<file path="src/rtl/note_seq_ctrl.sv">
// note_seq_ctrl: records a sequence of note codes from button pulses and
// plays them back in a loop. Each note is held for BEAT_LEN clock cycles.
module note_seq_ctrl #(
   parameter int DEPTH    = 16,
   parameter int NOTE_W   = 4,
   parameter int BEAT_LEN = 12500000
) (
   input  logic                    clk,
   input  logic                    reset,
   input  logic [3:0]              button_pulse,
   input  logic [NOTE_W-1:0]       note_sel,
   output logic [NOTE_W-1:0]       note_out,
   output logic                    note_valid,
   output logic [1:0]              mode,
   output logic [$clog2(DEPTH):0]  count,
   output logic                    full
);

   localparam int CNT_W  = $clog2(DEPTH) + 1;
   localparam int IDX_W  = $clog2(DEPTH);
   localparam int BEAT_W = $clog2(BEAT_LEN);

   localparam logic [CNT_W-1:0]  DEPTH_C   = CNT_W'(DEPTH);
   localparam logic [BEAT_W-1:0] BEAT_LAST = BEAT_W'(BEAT_LEN - 1);

   localparam logic [1:0] S_IDLE = 2'b00;
   localparam logic [1:0] S_REC  = 2'b01;
   localparam logic [1:0] S_PLAY = 2'b10;

   logic [1:0]        r_state;
   logic [CNT_W-1:0]  r_count;
   logic              r_full;
   logic [NOTE_W-1:0] r_note;
   logic              r_valid;
   logic [IDX_W-1:0]  r_idx;
   logic [BEAT_W-1:0] r_beat;
   logic [NOTE_W-1:0] r_mem [DEPTH];

   logic              w_rec;
   logic              w_play;
   logic              w_enter;
   logic              w_clr;
   logic              w_wr_en;
   logic              w_last_idx;
   logic              w_beat_end;
   logic [IDX_W-1:0]  w_next_idx;

   // Saturating increment: the note count never wraps past DEPTH.
   function automatic logic [CNT_W-1:0] sat_inc(input logic [CNT_W-1:0] v);
      return (v >= DEPTH_C) ? v : v + CNT_W'(1);
   endfunction

   assign w_rec   = button_pulse[0];
   assign w_play  = button_pulse[1];
   assign w_enter = button_pulse[2];
   assign w_clr   = button_pulse[3];

   // Enter only writes in REC when no higher-priority pulse acts and space remains.
   assign w_wr_en = !reset && !w_clr && !w_rec && w_enter && !r_full && (r_state == S_REC);

   assign w_beat_end = (r_beat == BEAT_LAST);
   assign w_last_idx = ({1'b0, r_idx} == (r_count - CNT_W'(1)));
   assign w_next_idx = w_last_idx ? '0 : r_idx + IDX_W'(1);

   // Note memory: synchronous write at the current fill position, never reset.
   always_ff @(posedge clk) begin
      if (w_wr_en)
         r_mem[r_count[IDX_W-1:0]] <= note_sel;
   end

   // Mode FSM, note counting and playback sequencing.
   always_ff @(posedge clk) begin
      if (reset) begin
         r_state <= S_IDLE;
         r_count <= '0;
         r_full  <= 1'b0;
         r_note  <= '0;
         r_valid <= 1'b0;
         r_idx   <= '0;
         r_beat  <= '0;
      end else if (w_clr) begin
         // Clear drops all notes; note_out keeps its last value.
         r_state <= S_IDLE;
         r_count <= '0;
         r_full  <= 1'b0;
         r_valid <= 1'b0;
         r_idx   <= '0;
         r_beat  <= '0;
      end else begin
         case (r_state)
            S_IDLE: begin
               if (w_rec) begin
                  r_state <= S_REC;
               end else if (w_play && (r_count != '0)) begin
                  r_state <= S_PLAY;
                  r_idx   <= '0;
                  r_beat  <= '0;
                  r_note  <= r_mem[0];
                  r_valid <= 1'b1;
               end
            end
            S_REC: begin
               if (w_rec) begin
                  r_state <= S_IDLE;
               end else if (w_enter && !r_full) begin
                  r_count <= sat_inc(r_count);
                  r_full  <= (sat_inc(r_count) == DEPTH_C);
               end
            end
            S_PLAY: begin
               if (w_play) begin
                  r_state <= S_IDLE;
                  r_valid <= 1'b0;
               end else if (w_beat_end) begin
                  // Next note is loaded on the same edge the index advances.
                  r_beat <= '0;
                  r_idx  <= w_next_idx;
                  r_note <= r_mem[w_next_idx];
               end else begin
                  r_beat <= r_beat + BEAT_W'(1);
               end
            end
            default: begin
               r_state <= S_IDLE;
               r_valid <= 1'b0;
            end
         endcase
      end
   end

   assign mode       = r_state;
   assign count      = r_count;
   assign full       = r_full;
   assign note_out   = r_note;
   assign note_valid = r_valid;

endmodule

</file>
<file path="config.mk">
export PLATFORM = sky130hd
export DESIGN_NAME = note_seq_ctrl
export DESIGN_NICKNAME = d
export VERILOG_FILES = /design/src/rtl/note_seq_ctrl.sv
export SDC_FILE = /design/constraint.sdc
export NUM_CORES = 1
export LEC_CHECK = 0
export CAP_MARGIN = 10
export CORE_ASPECT_RATIO = 0.75
export CORE_MARGIN = 2
export CORE_UTILIZATION = 56
export CTS_BUF_LIST = sky130_fd_sc_hd__clkbuf_8
export DETAILED_ROUTE_END_ITERATION = 7
export GPL_ROUTABILITY_DRIVEN = 0
export HOLD_SLACK_MARGIN = 0.05
export PLACE_DENSITY_LB_ADDON = 0.08
export REMOVE_ABC_BUFFERS = 1
export SLEW_MARGIN = 20
export SYNTH_ARGS = -nofsm -noshare
export SYNTH_HDL_FRONTEND = slang
export SYNTH_SLANG_ARGS = --single-unit
</file>
<file path="constraint.sdc">
create_clock -name clk -period 2.1 [get_ports clk]
set_clock_uncertainty 0.1 [all_clocks]
set_input_delay 0.315 -clock clk [delete_from_list [all_inputs] [get_ports clk]]
set_output_delay 0.315 -clock clk [all_outputs]
set_load 0.01 [all_outputs]
</file>
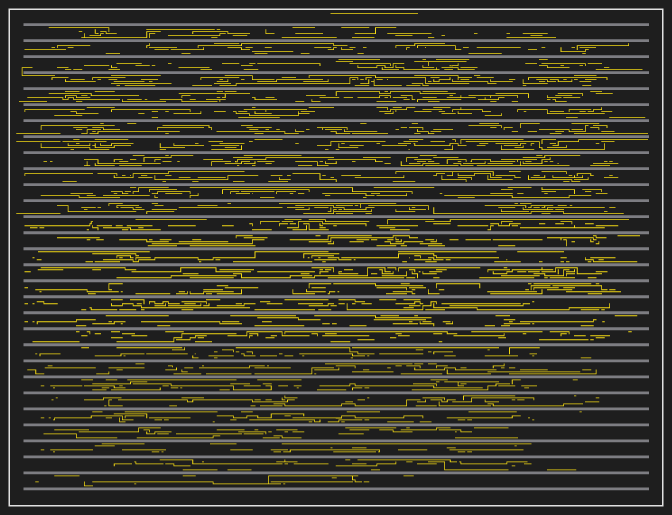
(run_1/layer_met1.png)
Supply wires on this layer in gray.
share of all routed wire	45%
longest straight run	42.3 microns
detailed-route via count: 3535
routing usage on met1: 0.341
Post-Route WL: 11.4 mm

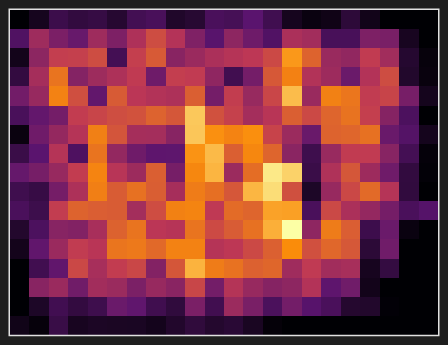
(run_1/metal_density.png)
22 x 17 tiles, from black (low) to pale yellow (high), scaled to the fullest tile. Values are wire area over tile area, all layers added.
tiles over half the peak	34%
nearly empty tiles	9.1%
emptiest ninth of the die	bottom right
mean over tiles	0.19
densest ninth of the die	middle

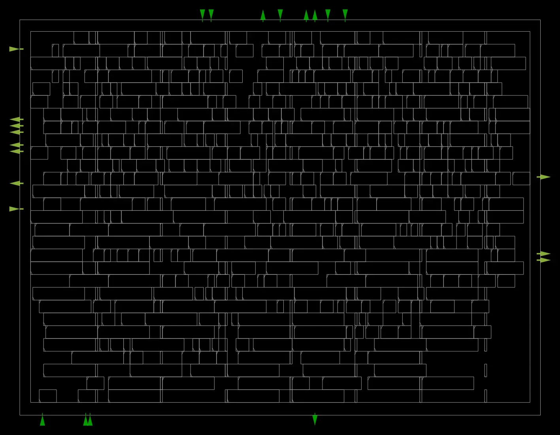
(run_1/placement.png)
n_taps: 108
num rows: 29
sequential fraction of total cell area: 0.441

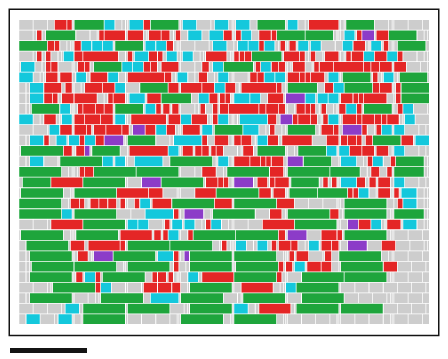
(run_1/placement_by_type.png)
Scale bar: 20 microns. Fill, decap, tap and diode cells in gray.
color	class	cells
green	flops	105
purple	clock drivers and dummy loads	16
cyan	other buffers and delay cells	121
red	combinational and other logic	283
final core occ: 0.745
final instance area: 6240 sq um
core region area: 8380 sq um

==> Slide: Implementation Results, run 1 <==
Implementation Results

Final timing
  • FMAX: 450 MHz
  • PnR worst setup slack: -125 ps
  • Max_slew headroom: 0.544
  • Hold Worst Slack: 390 ps
  • Post-layout period usage: 1.06
  • Final hold violations: 0
  • Max-slew violations: 0
  • Slew @ Worst Pin: 682 ps
  • Minimum clock period after layout: 2220 ps
  • Final setup violation count: 7

Clock tree
  • Late-Pin Clk Latency: 370 ps
  • Worst-path clk slew: 100 ps
  • CTS tree: built
  • Hold_buf cts: 0
  • Clock sinks: 105
  • TritonCTS buffer count: 9
  • Clock buffer depth: 2
  • Htree depth: 3

Yosys
  • Distinct cells, synth: 56
  • Synthesized area: 4790 sq um
  • Syn_area_per_cell: 11.8 sq um
  • Ys cells: 406
  • Yosys warnings: 0
  • Seq/Total Area, Yosys: 0.573
  • Largest area contributor in the netlist: edfxtp_1
  • Syn Inst Count: 406
  • EDFF count, synth: 64
  • Top cells, area: edfxtp_1, dfxtp_1, nor2_1
  • Synth flops: 105
  • YS chip area: 4790 sq um
  • Most numerous cell in the Yosys netlist: edfxtp_1

Global routing
  • Grt ovf: 0
  • Antenna violations before repair: 0
  • Vias in the first global route: 3460
  • Largest net degree at the start of global routing: 22
  • First-pass GRT wire length: 17.7 mm

Setup path
  • CP endpoint kind: flop
  • Most used cell, CP: or4_4
  • R2R Setup Slk: -120 ps
  • Reg-to-reg startpoint: r_beat[6]$_SDFFE_PP0P_
  • CP max stage delay: 570 ps
  • CP top delay family: simple AND/OR/NAND/NOR gates
  • CP startpoint kind: flop
  • CP max-delay cell: or4_4
  • Worst Reg2Reg Path Length in Cells: 5
  • Data required time of the worst path: 2320 ps
  • Worst R2R End: r_idx[2]$_SDFFE_PP0P_
  • CP Cell Sequence: or4_4 -> or4_4 -> or3_4 -> nor3b_2 -> a21o_1
  • Worst Path Buf+Inv: 0

Min path
  • Min-delay src: note_valid$_SDFFE_PP0P_
  • Hold endpoint: note_valid$_SDFFE_PP0P_
  • WHS Path Cells: 2
  • Hold Crit Class: reg2reg

Drt
  • Via/cell ratio: 5.58
  • DRC Markers: 0
  • DR iter-0 viols: 239
  • Drt first pass iters: 4
  • DR WL/cell: 18.0 microns
  • Post-route ant nets: 0

Placement
  • Post-detail-place hpwl: 8.06 mm
  • Placed cells: 608
  • Port Buf Inserts: 22
  • Pre-CTS WS: -407 ps

Status
  • Failing checks: negative setup slack
  • Status: finished, violations left

Die
  • DIE HEIGHT: 84.1 microns
  • Initial Utilization: 0.571
  • Die area: 9310 sq um
  • Die X: 111 microns
  • Io pins: 23

Power and ir drop
  • Worst VDD drop: 0.000439 V
  • Pleak: 2.22 nW
  • Pwr Density: 549 nW/um^2

Finish
  • Syn-to-layout area delta: 30.3%
  • Final net count: 537
  • Antenna Diode Count: 0
  • Non-Filler Instances: 633

Job
  • Tool warning count: 31
==> run 1: state kept, by name, indices dropped and copies added (netlist names) <==
register    flops
count           5
full            1
mode            2
note_out        4
note_valid      1
r_beat         24
r_idx           4
r_mem          64
==> run 1: cell usage in the layout, fill, tap and decap left out, types with 4 or more instances in the layout <==
cell,instances
buf_4,87
edfxtp_1,64
nor2_1,58
dfxtp_1,31
nand2_1,28
clkdlybuf4s50_1,22
xor2_1,20
nand3_1,17
xnor2_1,11
inv_1,10
dfxtp_2,10
a21oi_1,9
mux4_2,9
mux2i_1,9
clkbuf_8,9
o21ai_0,8
buf_6,7
nor3_1,6
nand2b_1,5
o211ai_1,5
o2bb2ai_1,5
buf_12,5
nand2_2,4
nand4_1,4
nor3_2,4
==> run 1: worst max path at each step <==
stage,start,to,slack [ps],cells after the start
finish,r_beat[6]$_SDFFE_PP0P_,r_idx[2]$_SDFFE_PP0P_,-120,5
global route,r_beat[6]$_SDFFE_PP0P_,r_beat[21]$_SDFFE_PP0P_,-220,9
CTS,r_beat[0]$_SDFFE_PP0P_,note_out[0]$_SDFFE_PP0P_,-90,9
detailed placement,button_pulse[0],r_mem[6][1]$_DFFE_PP_,-410,7
global placement,button_pulse[0],r_mem[6][1]$_DFFE_PP_,-390,7
floorplan,r_idx[0]$_SDFFE_PP0P_,note_out[0]$_SDFFE_PP0P_,-1050,6
==> run 1: through the flow <==
| step | TNS [ps] | cell area, sq um | power, mW |
|---|---|---|---|
| 6_report | -435 | 6240 | 3.42 |
| 3_3_place_gp | -21540 | 5780 | 2.32 |
| 5_1_grt | -1690 | 6240 | 3.52 |
| 4_1_cts | -326 | 6010 | 3.43 |
| 3_5_place_dp | -25030 | 5780 | 2.32 |
| 2_1_floorplan | -7070 | 4680 | 2.25 |
==> run 1: report_power, final <==
group / total [mW] / switching, mW / internal, mW / leakage, nW
logic: 0.0924 / 0.0547 / 0.0378 / 1.21
registers: 2.18 / 0.00164 / 2.18 / 0.910
clock network: 1.15 / 0.704 / 0.444 / 0.0952
total: 3.42 / 0.760 / 2.66 / 2.22
==> run 1: worst min-delay path, cell delays in order, from the launching register on <==
cell and delay, ps:
dfxtp_1 320, inv_1 70, a21oi_1 70
==> run 1: cell families (layout without fill, tap and decap cells) <==
group | after synthesis | in the layout | synth area share
buf+inv | 29 | 148 | 0.0311
mux | 19 | 19 | 0.0632
fa+ha+maj | 7 | 7 | 0.0183
compound gates | 55 | 55 | 0.0844
simple gates | 159 | 159 | 0.172
flops | 105 | 105 | 0.573
xor+xnor | 32 | 32 | 0.0585
==> run 1: final cells by class <==
class,instances,area (sq um)
timing repair buffer,121,1050
multi-input combinational,272,2080
sequential,105,2760
fill,550,2140
clock inverter,7,52.6
inverter,11,41.3
clock buffer,9,124
tap,108,135
==> run 1: what timing repair did <==
action                                  4_1_cts  5_1_grt
buffers inserted                              0        9
pin swaps                                     7       17
resized                                      16       41
endpoints found under the setup margin       34       95
==> run 1: routing by layer <==
metal  vias up  part of all wire  global-route usage
met5         -                 0                   0
met4         0             0.013              0.0693
met3        14             0.052              0.0465
met2        98              0.48               0.400
met1      1716              0.45               0.341
li1       1707                 -                   -
==> run 2, diff against run 1 <==
- CORE_UTILIZATION: 56 -> 59
- DONT_BUFFER_PORTS: unset -> 1
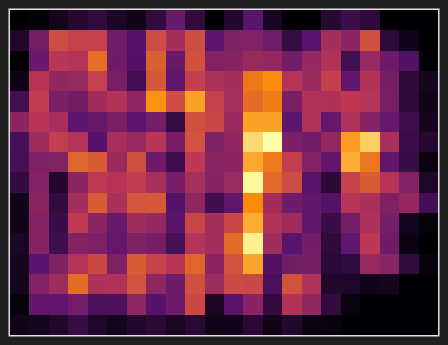
(run_2/metal_density.png)
22 x 16 tiles, from black (low) to pale yellow (high), scaled to the fullest tile. Values are wire area over tile area, all layers added.
densest ninth of the die	middle
emptiest ninth of the die	bottom right
tiles over half the peak	21%
fullest tile	0.60

==> Slide: Implementation Results, run 2 <==
Implementation Results

Status
  • Status: finished, violations left
  • Failing checks: negative setup slack

Power and ir drop
  • Worst VDD drop: 0.000513 V (+17%)
  • Pwr Density: 583 nW/um^2 (+6.3%)
  • Pleak: 2.18 nW (-1.7%)
  • Total power draw: 3.53 mW (+3.2%)

Die
  • Die area: 8860 sq um (-4.9%)
  • Die X: 108 microns (-2.5%)
  • DIE HEIGHT: 82.0 microns (-2.5%)
  • Core region area: 7880 sq um (-6.0%)
  • Initial Utilization: 0.607 (+0.0362)
  • Num rows: 28 (-3.4%)
  • Io pins: 23 (unchanged)

Yosys
  • Dominant cell area share: 0.401
  • Syn Inst Count: 406 (unchanged)
  • Most numerous cell in the Yosys netlist: edfxtp_1
  • Synthesized area: 4790 sq um (unchanged)
  • Post-synth top cells: edfxtp_1, nor2_1, dfxtp_1
  • Distinct cells, synth: 56 (unchanged)
  • Yosys warnings: 0 (unchanged)
  • Top cells, area: edfxtp_1, dfxtp_1, nor2_1
  • YS chip area: 4790 sq um (unchanged)
  • Ys cells: 406 (unchanged)
  • EDFF count, synth: 64 (unchanged)
  • Syn_area_per_cell: 11.8 sq um (unchanged)
  • Seq/Total Area, Yosys: 0.573 (unchanged)
  • Synth flops: 105 (unchanged)
  • Synth Flop Type: edfxtp_1
  • Ys async rst share: 0
  • Largest area contributor in the netlist: edfxtp_1

Final timing
  • Final hold violations: 0 (unchanged)
  • Max-slew violations: 0 (unchanged)
  • Max_slew headroom: 0.587 (+0.0431)
  • FMAX: 453 MHz (+0.75%)
  • Post-layout period usage: 1.05 (-0.00789)
  • PnR worst setup slack: -108 ps (+16.6 ps)
  • Minimum clock period after layout: 2210 ps (-16.6 ps)
  • Final setup violation count: 6 (-1)
  • Slew @ Worst Pin: 615 ps (-67.2 ps)
  • RSZ-0062 raised after global routing: true

Placement
  • Post-detail-place hpwl: 7.58 mm (-6.0%)
  • Pre-CTS WS: -247 ps (+160 ps)
  • Port Buf Inserts: 0 (-100%)

Setup path
  • CP startpoint kind: flop
  • WP data arrival: 2370 ps
  • CP endpoint kind: flop
  • WS Path Type: reg2reg
  • Worst Path Buf+Inv: 1 (+1)
  • CP max-delay cell: or4_4
  • Data required time of the worst path: 2270 ps (-50 ps)
  • Worst-path fanout max: 4
  • CP Cell Sequence: or4_4 -> buf_6 -> o31ai_4 -> nand3b_1 -> a22oi_2 -> nor2_1 -> a221o_1
  • CP max stage delay: 560 ps (about the same)
  • CP top delay family: simple AND/OR/NAND/NOR gates

Global routing
  • Gr usage total: 0.254
  • Largest net degree at the start of global routing: 28 (+27%)
  • Grt ovf: 0 (unchanged)
  • Vias in the first global route: 3209 (-7.3%)
  • First-pass GRT wire length: 16.5 mm (-7.1%)
  • Antenna violations before repair: 0 (unchanged)

Clock tree
  • Clock Tree Root: clkbuf_8
  • Clock buffer depth: 2 (unchanged)
  • Htree depth: 3 (unchanged)
  • TritonCTS buffer count: 9 (unchanged)
  • Worst-path clk slew: 100 ps (about the same)
  • Clock sinks: 105 (unchanged)
  • CTS tree: built
  • Late-Pin Clk Latency: 380 ps (about the same)

Drt
  • Detailed-route via count: 3452 (-2.3%)
  • DR iter-0 viols: 210 (-12%)
  • Post-route ant nets: 0 (unchanged)
  • Via/cell ratio: 5.66 (+1.3%)
  • DRC Markers: 0 (unchanged)
  • DR WL/cell: 18.0 microns (+0.20%)
  • Drt first pass iters: 5 (+1)
  • Post-Route WL: 11.0 mm (-3.4%)

Finish
  • Most frequent cells in the layout: buf_4, edfxtp_1, nor2_1
  • Final core occ: 0.769 (+0.0241)
  • Commonest Layout Cell: buf_4
  • Final net count: 518 (-3.5%)
  • Syn-to-layout area delta: 26.5%
  • Share of layout cells above drive strength 1: 0.339
  • Antenna Diode Count: 0 (unchanged)
  • Largest register FFs: 64 (unchanged)

Job
  • Tool warning count: 31 (unchanged)
  • Max Cap Viol: 0

Min path
  • Hold Crit Class: in2reg
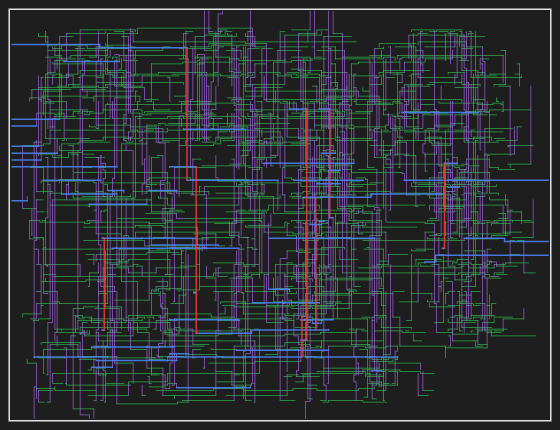
(run_2/wires.png)
color	layer	wire length
red	metal 4	198 microns
blue	metal 3	638 microns
green	metal 1	4920 microns
purple	metal 2	5240 microns

==> run 2: cell counts after synthesis <==
Identical to the previous run, type by type.
==> run 2: report_power, final <==
part,switching [mW],internal [mW],total (mW)
combinational,0.0477,0.0280,0.0757
clock,0.708,0.566,1.27
sequential,0.00239,2.18,2.18
==> run 2: final timing paths <==
kind,startpoint,to,slack (ps),depth (start not counted)
setup / recovery,r_beat[9]$_SDFFE_PP0P_,note_out[2]$_SDFFE_PP0P_,-110,7
hold / removal,reset,note_out[1]$_SDFFE_PP0P_,60,2
setup reg to reg,r_beat[9]$_SDFFE_PP0P_,note_out[2]$_SDFFE_PP0P_,-110,7
hold reg to reg,note_valid$_SDFFE_PP0P_,note_valid$_SDFFE_PP0P_,420,2
==> run 2: metal layers <==
metal | up-vias | wire length [microns] | share of wire | GRT usage
met5 | - | 0 | 0 | 0
met4 | 0 | 197 | 0.018 | 0.0756
met3 | 19 | 638 | 0.058 | 0.0667
li1 | 1671 | - | - | -
met1 | 1668 | 4920 | 0.45 | 0.340
met2 | 94 | 5240 | 0.48 | 0.412
==> run 2: through the flow <==
| step | TNS [ps] | hold WS, ps | instance area [sq um] | cells |
|---|---|---|---|---|
| 2_1_floorplan | -7070 | 314 | 4680 | 388 |
| 3_3_place_gp | -1200 | 315 | 5440 | 575 |
| 3_5_place_dp | -3270 | 314 | 5440 | 575 |
| 4_1_cts | -343 | 52.0 | 5860 | 601 |
| 5_1_grt | -927 | 68.6 | 6060 | 610 |
| 6_report | -425 | 58.6 | 6060 | 610 |
==> run 2: logic make-up after synthesis <==
kind of cell / count (synthesis) / share of synthesized area
AND-OR/OR-AND: 55 / 0.0844
XOR/XNOR: 32 / 0.0585
adder cells (fa/ha/maj): 7 / 0.0183
buffers and inverters: 29 / 0.0311
flip-flops: 105 / 0.573
multiplexers: 19 / 0.0632
AND/OR/NAND/NOR: 159 / 0.172
==> run 2: worst reg2reg max path: cells and delay by family (launching register included) <==
kind | cells | cell delay (ps)
and+or+nand+nor | 3 | 840
AOI/OAI and AO/OA | 3 | 680
DFF | 1 | 330
buffers and inverters | 1 | 140
==> run 2: cell type report <==
class / instances / area, sq um
Multi-Input combinational cell: 272 / 2090
Inverter: 11 / 48.8
Timing Repair Buffer: 102 / 833
Clock inverter: 6 / 73.8
Sequential cell: 105 / 2760
Clock buffer: 9 / 124
Tap cell: 105 / 131
Fill cell: 522 / 1820
==> run 2: repair_timing <==
item	CTS	global route
pin swaps	11	24
setup endpoints to repair	33	94
hold buffers	7	0
gates resized	25	38
setup buffers	4	9
endpoints found under the hold margin	67	0
Power is estimated from default activity; no workload was simulated.
